File: src/rtl/move_input_ctrl.sv
// Player input stage: synchronises and debounces the left/right buttons and turns them
// into a single pending move code with hold-to-repeat, cleared when the game step consumes it.
module move_input_ctrl #(
    parameter int DEBOUNCE_CYCLES = 4,
    parameter int REPEAT_DELAY    = 3,
    parameter int REPEAT_RATE     = 2,
    parameter int CNT_W           = 8
) (
    input  logic       in_clka,
    input  logic       in_restart_n,
    input  logic       in_btn_left,
    input  logic       in_btn_right,
    input  logic       in_tick,
    output logic [1:0] out_move,
    output logic [1:0] out_dir_db
);

    localparam logic [1:0] MV_NONE  = 2'd0;
    localparam logic [1:0] MV_LEFT  = 2'd1;
    localparam logic [1:0] MV_RIGHT = 2'd2;

    localparam logic [CNT_W-1:0] DB_LAST    = CNT_W'(DEBOUNCE_CYCLES - 1);
    localparam logic [CNT_W-1:0] DELAY_LAST = CNT_W'(REPEAT_DELAY - 1);
    localparam logic [CNT_W-1:0] RATE_LAST  = CNT_W'(REPEAT_RATE - 1);

    typedef enum logic [1:0] {
        ST_IDLE   = 2'd0,
        ST_DELAY  = 2'd1,
        ST_REPEAT = 2'd2
    } state_t;

    // Bit 0 is the left button, bit 1 the right button throughout.
    logic [1:0]            sync1_q;
    logic [1:0]            sync2_q;
    logic [1:0]            db_q;
    logic [1:0]            db_d;
    logic [1:0][CNT_W-1:0] dbcnt_q;
    logic [1:0][CNT_W-1:0] dbcnt_d;

    state_t                state_q;
    logic [CNT_W-1:0]      cnt_q;
    logic [1:0]            held_q;
    logic [1:0]            move_q;

    logic [1:0]            dir_s;
    logic [CNT_W-1:0]      limit_s;

    // Debounce next-state: the count restarts whenever the input agrees with the accepted value.
    always_comb begin
        db_d    = db_q;
        dbcnt_d = dbcnt_q;
        for (int i = 0; i < 2; i++) begin
            if (sync2_q[i] != db_q[i]) begin
                if (dbcnt_q[i] == DB_LAST) begin
                    db_d[i]    = ~db_q[i];
                    dbcnt_d[i] = '0;
                end else begin
                    db_d[i]    = db_q[i];
                    dbcnt_d[i] = dbcnt_q[i] + {{(CNT_W-1){1'b0}}, 1'b1};
                end
            end else begin
                db_d[i]    = db_q[i];
                dbcnt_d[i] = '0;
            end
        end
    end

    // Two-flop synchroniser plus the debounce state registers.
    always_ff @(posedge in_clka) begin
        if (!in_restart_n) begin
            sync1_q <= 2'b00;
            sync2_q <= 2'b00;
            db_q    <= 2'b00;
            dbcnt_q <= '0;
        end else begin
            sync1_q <= {in_btn_right, in_btn_left};
            sync2_q <= sync1_q;
            db_q    <= db_d;
            dbcnt_q <= dbcnt_d;
        end
    end

    // Both or neither button held means no direction.
    always_comb begin
        case (db_q)
            2'b01:   dir_s = MV_LEFT;
            2'b10:   dir_s = MV_RIGHT;
            default: dir_s = MV_NONE;
        endcase
    end

    // Tick count at which the current hold phase emits its next move.
    always_comb begin
        if (state_q == ST_DELAY) begin
            limit_s = DELAY_LAST;
        end else begin
            limit_s = RATE_LAST;
        end
    end

    // Hold/repeat FSM; a move set on this edge overrides a same-edge consume.
    always_ff @(posedge in_clka) begin
        if (!in_restart_n) begin
            state_q <= ST_IDLE;
            cnt_q   <= '0;
            held_q  <= MV_NONE;
            move_q  <= MV_NONE;
        end else begin
            case (state_q)
                ST_IDLE: begin
                    if (dir_s != MV_NONE) begin
                        move_q  <= dir_s;
                        held_q  <= dir_s;
                        cnt_q   <= '0;
                        state_q <= ST_DELAY;
                    end else if (in_tick) begin
                        move_q <= MV_NONE;
                    end
                end
                ST_DELAY, ST_REPEAT: begin
                    if (dir_s == MV_NONE) begin
                        state_q <= ST_IDLE;
                        if (in_tick) begin
                            move_q <= MV_NONE;
                        end
                    end else if (dir_s != held_q) begin
                        move_q  <= dir_s;
                        held_q  <= dir_s;
                        cnt_q   <= '0;
                        state_q <= ST_DELAY;
                    end else if (in_tick) begin
                        if (cnt_q == limit_s) begin
                            move_q  <= dir_s;
                            cnt_q   <= '0;
                            state_q <= ST_REPEAT;
                        end else begin
                            move_q <= MV_NONE;
                            cnt_q  <= cnt_q + {{(CNT_W-1){1'b0}}, 1'b1};
                        end
                    end
                end
                default: begin
                    state_q <= ST_IDLE;
                    cnt_q   <= '0;
                    held_q  <= MV_NONE;
                    move_q  <= MV_NONE;
                end
            endcase
        end
    end

    assign out_move   = move_q;
    assign out_dir_db = db_q;

endmodule

File: config.mk
export PLATFORM = sky130hd
export DESIGN_NAME = move_input_ctrl
export DESIGN_NICKNAME = d
export VERILOG_FILES = /design/src/rtl/move_input_ctrl.sv
export SDC_FILE = /design/constraint.sdc
export NUM_CORES = 1
export LEC_CHECK = 0
export CAP_MARGIN = 20
export CORE_MARGIN = 2
export CORE_UTILIZATION = 31
export CTS_CLUSTER_SIZE = 30
export DETAILED_ROUTE_END_ITERATION = 10
export PLACE_DENSITY = 0.52
export RECOVER_POWER = 100
export SLEW_MARGIN = 20
export SYNTH_ARGS = -nofsm -noshare
export SYNTH_HDL_FRONTEND = slang
export SYNTH_SLANG_ARGS = --single-unit
File: constraint.sdc
create_clock -name in_clka -period 2.2 [get_ports in_clka]
set_input_delay 0.44 -clock in_clka [delete_from_list [all_inputs] [get_ports in_clka]]
set_output_delay 0.44 -clock in_clka [all_outputs]
set_load 0.01 [all_outputs]
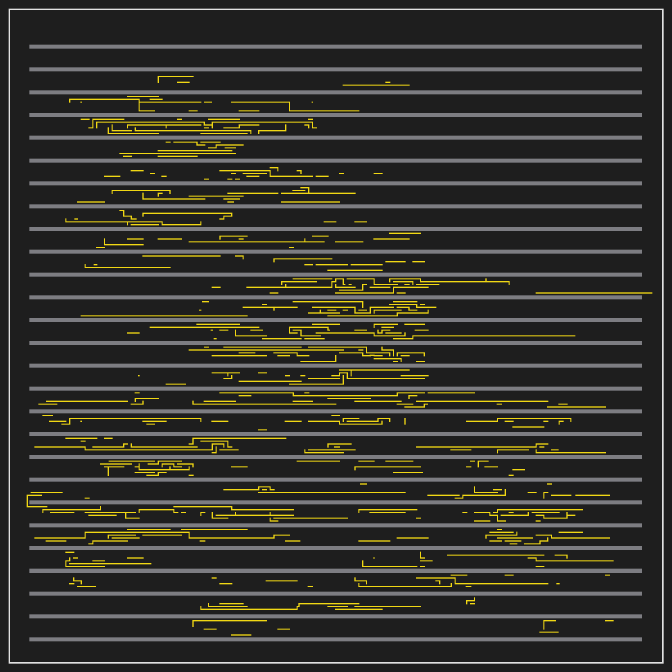
Figure 1: run 1, signal wires on met1.
Supply wires on this layer in grey.
nets with wire on the layer = 192
wire length on this layer = 1580 um
Vias: 1214
met1 Use GR: 0.142
DRT Wirelength: 3010 um

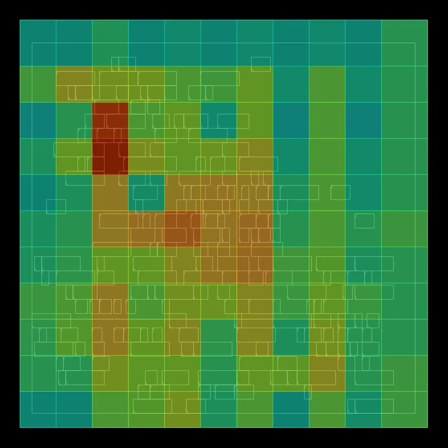
Figure 2: run 1, routing congestion map.
met3 Track Usage GR: 0.0360
final core occ: 0.381

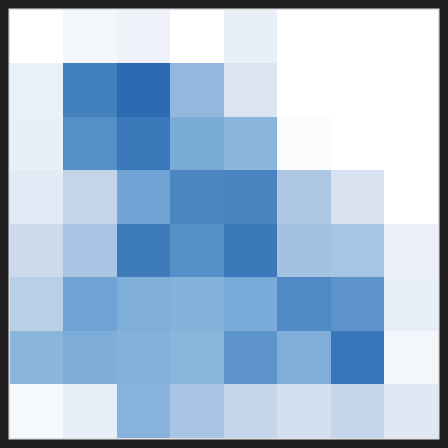
Figure 3: run 1, cell area per tile.
8 x 8 tiles, from white (low) to dark blue (high), 0 to 100% covered.
emptiest ninth of the die = top right
fullest tile = 76%
nearly empty tiles = 19%
tiles over 75% full = 1.6%

==> qor.txt, run 1 <==
outcome: complete, no violations
Net Count, Synth: 193
simple share: 0.266
Tmin final: 2.00 ns
Power Dens Cells: 884 nW/um^2
pre-CTS setup slack: 0.123 ns
Vias/cell: 4.55
final-stage net count: 209
CTS tree: done
period utilization: 0.908
leakage: 0.000748 uW
YS warnings: 0
slowest cell delay on critical path: 0.39 ns
Yosys reg bits: 36
# diodes: 0
family with the most delay on the worst path: AND-OR/OR-AND gates
drt drc: 0
skew final: 0.00452 ns
Syn-to-layout area delta: 16.8%
endpoints failing hold: 0
final worst slack: 0.201 ns
critical path data required time: 2.37 ns
yosys stat chip area: 1690 sq um
R2R depth: 7
# setup viols final: 0
# fillers: 524
highest-delay cell along the critical path: or3b_1
critical path depth in cells: 7
Mean Syn Cell Area: 9.38 sq um
Post-CTS Setup Inserts: 0
largest net degree at the start of global routing: 13
CTS Root Cell: clkbuf_8
crit path capture type: flop
post-DR wirelength/cell: 11.3 um
most frequent cells in the layout: 36 x dfxtp_1, 29 x nor2_1, 17 x xor2_1
Main logic family: simple AND/OR/NAND/NOR gates
Num CTS Buffers: 5
first-pass GRT wire length: 5220 um
aoi share: 0.0785
Hold WC Path Type: flop to flop
total gr overflow: 0
Routed Antenna Nets: 0
sequential element share of the synthesized area: 0.427
Max-cap violations: 0
yosys xor share: 0.119
dominant logic cell type in the layout: dfxtp_1
I/O Buffers: 8
number of I/O pins: 9
CTS max path bufs: 2
## run 1: where the power goes
part           internal (uW)  switching [uW]
logic                    229             300
registers                685            37.2
clock network            255             241
## run 1: logic make-up after synthesis
logic type                 count (synthesis)
muxes                                      4
and+or+nand+nor                           85
xor gates and xnor gates                  23
AOI/OAI and AO/OA                         14
DFF                                       36
adders and majority gates                  8
buffers and inverters                     10
## run 1: cell usage after synthesis (all sizes together)
| cell | instances | share of area |
|---|---|---|
| nor2 | 29 | 0.064 |
| buf | 1 | 0.0067 |
| and2 | 5 | 0.019 |
| nor3 | 3 | 0.012 |
| inv | 8 | 0.018 |
| nand2 | 6 | 0.013 |
| and3 | 5 | 0.019 |
| nor2b | 3 | 0.011 |
| a21boi | 2 | 0.0089 |
| nand3b | 3 | 0.013 |
| clkbuf | 1 | 0.0022 |
| a41oi | 1 | 0.0096 |
| dfxtp | 36 | 0.43 |
| nand2b | 2 | 0.0074 |
| xnor2 | 6 | 0.031 |
| nor4 | 2 | 0.0074 |
| xor2 | 17 | 0.088 |
| and4 | 1 | 0.0052 |
| nand4 | 6 | 0.022 |
| nand3 | 14 | 0.041 |
| o21ai | 3 | 0.011 |
| a2111oi | 1 | 0.016 |
| ha | 8 | 0.059 |
| or3 | 1 | 0.0037 |
| a21oi | 2 | 0.0081 |
| or4 | 1 | 0.0067 |
| o2bb2a | 1 | 0.0059 |
| a31oi | 2 | 0.0074 |
| nand4b | 1 | 0.0052 |
| o21a | 1 | 0.0044 |
| o221a | 1 | 0.0067 |
| nor3b | 1 | 0.0044 |
| or3b | 2 | 0.010 |
| mux2i | 4 | 0.024 |
## run 1: repair_timing
action / CTS / global route
gates resized: 0 / 3
endpoints found under the setup margin: 0 / 10
hold buffers: 0 / 0
## run 1: routing by layer
metal,GRT usage,vias up,routed length [um]
li1,-,650,-
met1,0.142,547,1580
met2,0.161,11,1280
met3,0.0360,6,91
met4,0.0536,0,62
met5,0,-,0
## run 1: flip-flops by register name, indices dropped and copies added, names as in the netlist
signal,flops
dbcnt_q,16
sync2_q,2
held_q,2
cnt_q,8
out_move,2
sync1_q,2
state_q,2
out_dir_db,2
## run 1: cell type report
| type | count | area [sq um] | share of cell area |
|---|---|---|---|
| flip-flops and latches | 36 | 721 | 0.365 |
| well taps | 70 | 87.6 | 0.0444 |
| clock inverters | 1 | 7.51 | 0.00380 |
| clock buffers | 7 | 86.3 | 0.0438 |
| multi-input cells | 134 | 942 | 0.477 |
| inverters | 8 | 30.0 | 0.0152 |
| repair buffers | 11 | 98.8 | 0.0501 |
## run 1: per-stage QoR
stage                     hold slack (ns)  instances
final                               0.438        267
after global routing                0.472        267
after CTS                           0.442        267
after detailed placement            0.419        259
after global placement              0.417        259
after floorplan                     0.412        180
## run 1: final timing paths
path                              endpoint  slack [ns]  startpoint
worst min register to register  sync2_q[1]        0.44  sync1_q[1]
worst max-delay path              cnt_q[1]        0.20  state_q[1]
worst min-delay path            sync2_q[1]        0.44  sync1_q[1]
worst max register to register    cnt_q[1]        0.20  state_q[1]
==> run 2, diff against run 1 <==
Settings changed: CELL_PAD_IN_SITES_DETAIL_PLACEMENT set to 1, CELL_PAD_IN_SITES_GLOBAL_PLACEMENT set to 2, PLACE_DENSITY 0.52 to 0.72, SKIP_LAST_GASP set to 1.
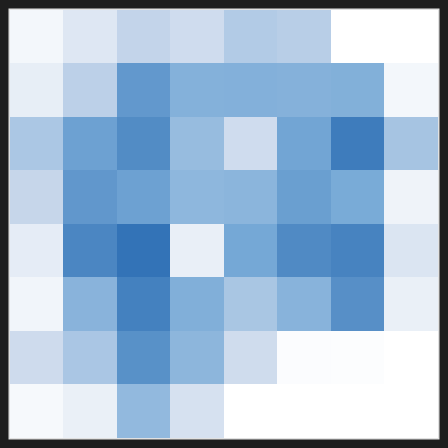
Figure 4: run 2, cell area per tile.
8 x 8 tiles, from white (low) to dark blue (high), 0 to 100% covered.
fullest tile = 73%
nearly empty tiles = 14%
emptiest ninth of the die = bottom right
mean over tiles = 32%
final core occ: 0.393
fp util: 0.327

==> run 2 against run 1 <==
  * Synthesized cell count unchanged
  * Design area up 3.0%
  * Register-to-register slack lost 0.07 ns
  * Clock power rose by 29%
  * Wire length grew 20%
  * Global-route usage rose by 1.9 points
  * Critical endpoint is now cnt_q[6]
  * Largest cell class unchanged
  * Largest power group unchanged
==> qor.txt, run 2 <==
crit path buf inv count: 1 (unchanged)
gr usage total: 0.128 (was 0.109)
combinational gate area: 963 sq um (was 942 sq um)
internal cell power: 1320 uW (was 1170 uW)
first-pass GRT wire length: 6230 um (was 5220 um)
largest area contributor in the synthesized netlist: dfxtp_1 (unchanged)
Tmin final: 2.06 ns (was 2.00 ns)
drt drc: 0 (unchanged)
skew final: 0.00376 ns (was 0.00452 ns)
total gr overflow: 0 (unchanged)
initial DRC count: 30 (unchanged)
leakage: 0.000771 uW (was 0.000748 uW)
Post-synth EDFFs: 0 (unchanged)
area share, top type: 0.427 (unchanged)
Main logic family: simple AND/OR/NAND/NOR gates (unchanged)
endpoints failing hold: 0 (unchanged)
DRT Wirelength: 3620 um (was 3010 um)
largest fanout on the critical path: 8 (unchanged)
most frequent cells in the layout: 35 x dfxtp_1, 29 x nor2_1, 17 x xor2_1 (was 36 x dfxtp_1, 29 x nor2_1, 17 x xor2_1)
# setup viols final: 0 (unchanged)
DIE WIDTH: 77.8 um (unchanged)
drt pass-1 iters: 4 (unchanged)
register with the most flip-flops: dbcnt_q (unchanged)
yosys xor share: 0.119 (unchanged)
largest net degree at the start of global routing: 12 (was 13)
# hold bufs at CTS: 0 (unchanged)
clock share of power: 0.330 (was 0.284)
critical path data required time: 2.37 ns (about the same)
Reg area: 722 sq um (was 721 sq um)
Routed Antenna Nets: 0 (unchanged)
dominant logic cell type in the layout: dfxtp_1 (unchanged)
NetSw: 617 uW (was 578 uW)
final-stage net count: 211 (was 209)
highest-delay cell along the critical path: a2111oi_4 (was or3b_1)
period utilization: 0.938 (was 0.908)
# diodes: 0 (unchanged)
Relative slew margins: 0.690 (was 0.694)
Yosys reg bits: 36 (unchanged)
Mean Syn Cell Area: 9.38 sq um (unchanged)
Largest regs: dbcnt_q: 16 flops, cnt_q: 8 flops (unchanged)
Vias: 1309 (was 1214)
yosys stat chip area: 1690 sq um (unchanged)
Power Dens Cells: 955 nW/um^2 (was 884 nW/um^2)
logic gate share of total power: 0.295 (was 0.303)
Worst-path clk slew: 0.07 ns (was 0.08 ns)
Vias/cell: 4.87 (was 4.55)
family with the most delay on the worst path: AND-OR/OR-AND gates (unchanged)
non-filler instance count after layout: 269 (was 267)
most common cell in the netlist: dfxtp_1 (unchanged)
sequential element share of the synthesized area: 0.427 (unchanged)
top cells by area, synth: dfxtp_1 43%, xor2_1 8.8%, nor2_1 6.4% (unchanged)
Net Count, Synth: 193 (unchanged)
crit path capture type: flop (unchanged)
aoi share: 0.0785 (unchanged)
Syn-to-layout area delta: 20.3% (was 16.8%)
Largest register FFs: 16 (unchanged)
Cell Area, Synth: 1690 sq um (unchanged)
Seq pwr share: 0.375 (was 0.414)
Max Freq: 485 MHz (was 500 MHz)
I/O Buffers: 8 (unchanged)
Core Rows: 26 (unchanged)
post-DR wirelength/cell: 13.4 um (was 11.3 um)
CTS tree: done (unchanged)
Post-Synthesis Cells: 180 (unchanged)
YS warnings: 0 (unchanged)
Die ar.: 6060 sq um (unchanged)
Commonest flop: dfxtp_1 (unchanged)
CTS max path bufs: 2 (unchanged)
initial antenna violation count: 0 (unchanged)
Num CTS Buffers: 5 (unchanged)
# fillers: 591 (was 524)
CTS Root Cell: clkbuf_8 (unchanged)
slowest cell delay on critical path: 0.47 ns (was 0.39 ns)
Post-synth ARST share: 0 (unchanged)
DP Cell Count: 261 (was 259)
Max-cap violations: 0 (unchanged)
switch share: 0.318 (was 0.331)
commonest cells in the netlist: 36 x dfxtp_1, 29 x nor2_1, 17 x xor2_1 (unchanged)
RSZ-0062 raised after global routing: false (unchanged)
outcome: complete, no violations (unchanged)
number of global-route vias before repair: 1341 (was 1137)
mux frac, synth: 0.0237 (unchanged)
clock sinks: 36 (unchanged)
Hold WC Path Type: flop to flop (unchanged)
number of I/O pins: 9 (unchanged)
simple share: 0.266 (unchanged)
[run 2: what timing repair did]
item / in CTS / in global routing
setup buffers: 0 / 0
gates resized: 0 / 7
setup endpoints to repair: 0 / 8
[run 2: cell type report]
| type | count | share of cell area |
|---|---|---|
| multi-input cells | 134 | 0.474 |
| repair buffers | 13 | 0.0505 |
| clock inverters | 1 | 0.0148 |
| clock buffers | 7 | 0.0474 |
| inverters | 8 | 0.0148 |
| well taps | 70 | 0.0431 |
| flip-flops and latches | 36 | 0.355 |
[run 2: logic make-up (layout without fill, tap and decap cells)]
kind of cell	count (synthesis)	after routing
simple gates	85	85
flops	36	36
xor+xnor	23	23
compound gates	14	14
buf+inv	10	29
fa+ha+maj	8	8
mux	4	4
[run 2: final timing paths]
check	startpoint	end	slack, ns	cells after the start
worst max register to register	state_q[1]	cnt_q[6]	0.14	7
worst min-delay path	sync1_q[1]	sync2_q[1]	0.45	1
worst min register to register	sync1_q[1]	sync2_q[1]	0.45	1
worst max-delay path	state_q[1]	cnt_q[6]	0.14	7
[run 2: power by group through the flow]
stage / clock network [uW] / logic, uW / registers [uW]
after global routing: 699 / 623 / 737
final: 640 / 573 / 728
after floorplan: 0 / 403 / 727
after detailed placement: 0 / 503 / 739
after CTS: 660 / 512 / 724
after global placement: 0 / 500 / 736
[run 2: stage by stage]
step                hold WS [ns]  worst slack (ns)  power [uW]   util  area (sq um)
floorplan                  0.412             0.348        1130      -          1690
global placement           0.419             0.104        1240  0.363          1880
detailed placement         0.433            0.0587        1240  0.363          1880
CTS                        0.462            0.0564        1900  0.388          2010
global route               0.472           0.00962        2060  0.393          2030
finish                     0.449             0.136        1940  0.393          2030
[run 2: routing by layer]
| metal | track usage | vias up | part of all wire |
|---|---|---|---|
| met5 | 0 | - | 0 |
| met4 | 0.0375 | 0 | 0.012 |
| met3 | 0.0395 | 5 | 0.035 |
| met2 | 0.209 | 15 | 0.49 |
| met1 | 0.162 | 632 | 0.47 |
| li1 | - | 657 | - |
==> run 3, diff against run 2 <==
Settings changed: ABC_AREA set to 1, PLACE_DENSITY 0.72 to 0.77.
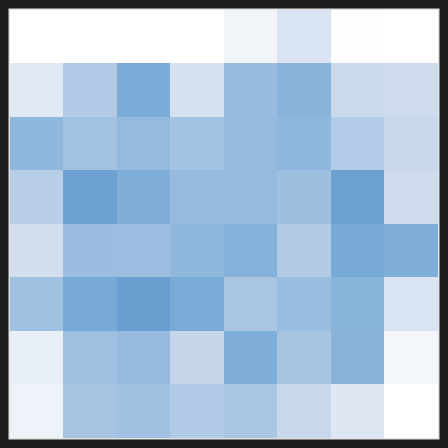
Figure 5: run 3, cell area per tile.
8 x 8 tiles, from white (low) to dark blue (high), 0 to 100% covered.
nearly empty tiles = 11%
mean over tiles = 31%
fullest tile = 55%

==> run 3 against run 2 <==
  * Power grew 2.9%
  * Sequential power is essentially flat
  * Sequential share of layout area shrank 2.7 points
  * Sequential cell count is the same
  * Clock skew is essentially flat
  * Highest routed layer unchanged
  * Via count grew 28%
  * Core utilization shrank 2.4 points
  * Wire length grew 18%
  * Largest cell class unchanged
  * Critical endpoint is now dbcnt_q[5]
==> qor.txt, run 3 <==
gr usage total: 0.145 (was 0.128)
Commonest flop: dfxtp_1 (unchanged)
drt pass-1 iters: 4 (unchanged)
Yosys reg bits: 36 (unchanged)
crit path capture type: flop (unchanged)
commonest cells in the netlist: 61 x nand2_1, 41 x nor2_1, 40 x inv_1 (was 36 x dfxtp_1, 29 x nor2_1, 17 x xor2_1)
initial antenna violation count: 0 (unchanged)
register with the most flip-flops: dbcnt_q (unchanged)
Largest register FFs: 16 (unchanged)
top cells by area, synth: dfxtp_1 38%, nand2_1 12%, nor2_1 8.0% (was dfxtp_1 43%, xor2_1 8.8%, nor2_1 6.4%)
outcome: complete, no violations (unchanged)
CTS Root Cell: clkbuf_8 (unchanged)
CTS tree: done (unchanged)
Relative slew margins: 0.383 (was 0.690)
number of I/O pins: 9 (unchanged)
critical path data required time: 2.40 ns (was 2.37 ns)
Core Rows: 28 (was 26)
most common cell in the netlist: nand2_1 (was dfxtp_1)
Hold EP: sync2_q[1] (unchanged)
mux frac, synth: 0 (was 0.0237)
I/O Buffers: 8 (unchanged)
# setup viols final: 0 (unchanged)
yosys xor share: 0.0549 (was 0.119)
Max Freq: 534 MHz (was 485 MHz)
pre-CTS setup slack: 0.225 ns (was 0.0587 ns)
R2R depth: 9 (was 7)
Tightest Pin Transition: 0.916 ns (was 0.466 ns)
Net Count, Synth: 287 (was 193)
fp util: 0.321 (was 0.327)
period utilization: 0.851 (was 0.938)
CTS max path bufs: 2 (unchanged)
dominant logic cell type in the layout: nand2_1 (was dfxtp_1)
Syn-to-layout area delta: 14.7% (was 20.3%)
R2R Setup Slk: 0.36 ns (was 0.14 ns)
YS warnings: 0 (unchanged)
RSZ-0062 raised after global routing: false (unchanged)
yosys stat chip area: 1910 sq um (was 1690 sq um)
Hold WC Path Type: flop to flop (unchanged)
total power draw: 2000 uW (was 1940 uW)
final worst slack: 0.327 ns (was 0.136 ns)
largest net degree at the start of global routing: 12 (unchanged)
Worst-path clk slew: 0.07 ns (about the same)
Die ar.: 6820 sq um (was 6060 sq um)
leakage: 0.000939 uW (was 0.000771 uW)
skew final: 0.00378 ns (was 0.00376 ns)
sequential element share of the synthesized area: 0.377 (was 0.427)
Routed Antenna Nets: 0 (unchanged)
endpoints failing hold: 0 (unchanged)
largest fanout on the critical path: 8 (unchanged)
number of global-route vias before repair: 1647 (was 1341)
simple share: 0.339 (was 0.266)
FF-to-FF End: out_move[1] (was cnt_q[6])
Max-cap violations: 0 (unchanged)
Post-Synthesis Cells: 274 (was 180)
# hold bufs at CTS: 0 (unchanged)
total gr overflow: 0 (unchanged)
Cell Area, Synth: 1910 sq um (was 1690 sq um)
DRT Wirelength: 4270 um (was 3620 um)
largest area contributor in the synthesized netlist: dfxtp_1 (unchanged)
Post-synth EDFFs: 0 (unchanged)
DIE WIDTH: 82.6 um (was 77.8 um)
FF-to-FF Start: state_q[0] (was state_q[1])
Post-CTS Setup Inserts: 0 (unchanged)
# diodes: 0 (unchanged)
clock sinks: 36 (unchanged)
CP Launch Type: input port (was flop)
Hold Crit Depth: 2 (was 1)
aoi share: 0.0870 (was 0.0785)
Resize count post-CTS: 0 (unchanged)
initial DRC count: 57 (was 30)
Distinct lib cells used: 28 (was 40)
first-pass GRT wire length: 7530 um (was 6230 um)
Hold Path Origin: sync1_q[1] (unchanged)
area share, top type: 0.377 (was 0.427)
Tmin final: 1.87 ns (was 2.06 ns)
Mean Syn Cell Area: 6.98 sq um (was 9.38 sq um)
Post-synth ARST share: 0 (unchanged)
Main logic family: simple AND/OR/NAND/NOR gates (unchanged)
most frequent cells in the layout: 62 x nand2_1, 43 x nor2_1, 41 x inv_1 (was 35 x dfxtp_1, 29 x nor2_1, 17 x xor2_1)
Largest regs: dbcnt_q: 16 flops, cnt_q: 8 flops (unchanged)
Power Dens Cells: 909 nW/um^2 (was 955 nW/um^2)
post-DR wirelength/cell: 11.7 um (was 13.4 um)
drt drc: 0 (unchanged)
Vias: 1672 (was 1309)
Vias/cell: 4.57 (was 4.87)
final-stage net count: 303 (was 211)
Num CTS Buffers: 5 (unchanged)
run 3: cell count changes after synthesis, sizes merged, moves of 3 or more:
cell    delta
and2       -5
inv       +36
xor2       -9
o21ai     +10
nand3b     -3
nor2      +16
a21oi     +14
nand3      +3
and3       -5
nand2     +59
nor2b      -3
mux2i      -4
run 3: final cells by class:
type	count	area [sq um]
fillers	776	3760
multi-input cells	193	1010
flip-flops and latches	36	721
inverters	44	168
well taps	75	93.8
repair buffers	10	91.3
clock buffers	6	72.6
clock inverters	2	35.0
run 3: critical path, stage by stage:
cell           delay [ns]
dlygate4sd3_1        0.73
o21ai_0              0.15
a21oi_1              0.12
o21ai_0              0.33
nor3b_1              0.30
run 3: where the power goes:
group	switching [uW]	internal [uW]	total, uW
sequential	34.2	693	728
combinational	469	214	683
clock	249	337	585
total	752	1240	2000
run 3: cells by family after synthesis:
kind of cell / after synthesis
flops: 36
fa+ha+maj: 8
compound gates: 31
simple gates: 142
buf+inv: 45
xor+xnor: 12
run 3: worst max-delay path by stage:
stage / start / to / slack, ns / depth (start not counted)
3_3_place_gp: in_restart_n / dbcnt_q[3] / 0.29 / 5
4_1_cts: state_q[0] / held_q[1] / 0.42 / 6
3_5_place_dp: in_restart_n / dbcnt_q[5] / 0.22 / 5
6_report: in_restart_n / dbcnt_q[5] / 0.33 / 5
2_1_floorplan: out_dir_db[0] / state_q[0] / 0.66 / 10
5_1_grt: state_q[0] / out_move[1] / 0.14 / 9
run 3: per-stage QoR:
stage | area (sq um) | cells | utilization | hold WS [ns]
final | 2190 | 366 | 0.368 | 0.416
after global placement | 2100 | 358 | 0.352 | 0.396
after global routing | 2190 | 366 | 0.368 | 0.449
after floorplan | 1910 | 274 | - | 0.390
after detailed placement | 2100 | 358 | 0.352 | 0.400
after CTS | 2210 | 366 | 0.370 | 0.418
run 3: per-layer routing:
| layer | vias up | wire [um] | track usage |
|---|---|---|---|
| met3 | 5 | 105 | 0.0359 |
| met1 | 768 | 2120 | 0.185 |
| li1 | 887 | - | - |
| met4 | 0 | 41 | 0.0393 |
| met2 | 12 | 2000 | 0.241 |
| met5 | - | 0 | 0 |

==> layout pictures side by side <==
Cell classes on the final placement.
The bar under the picture is 20 um long. Fill, decap, tap and diode cells in grey.
panel A
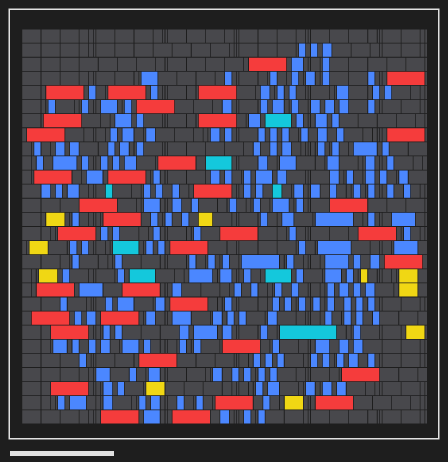
panel B
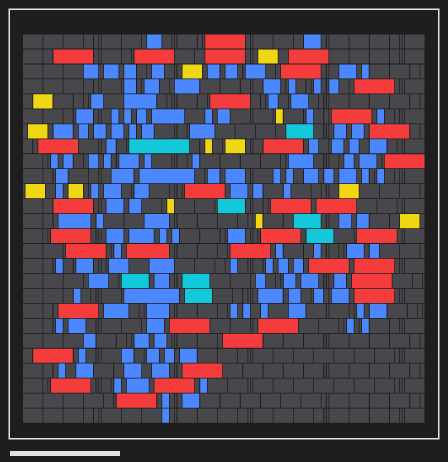
panel C
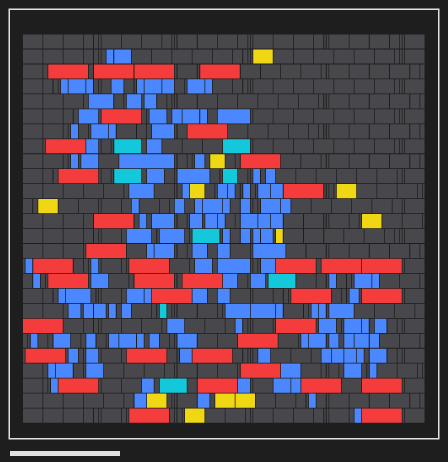
- most cells: panel A
| picture | from |
|---|---|
| panel B | run 2 |
| panel C | run 1 |
| panel A | run 3 |

Power figures rest on the tool's default switching activity, not on a simulated workload.
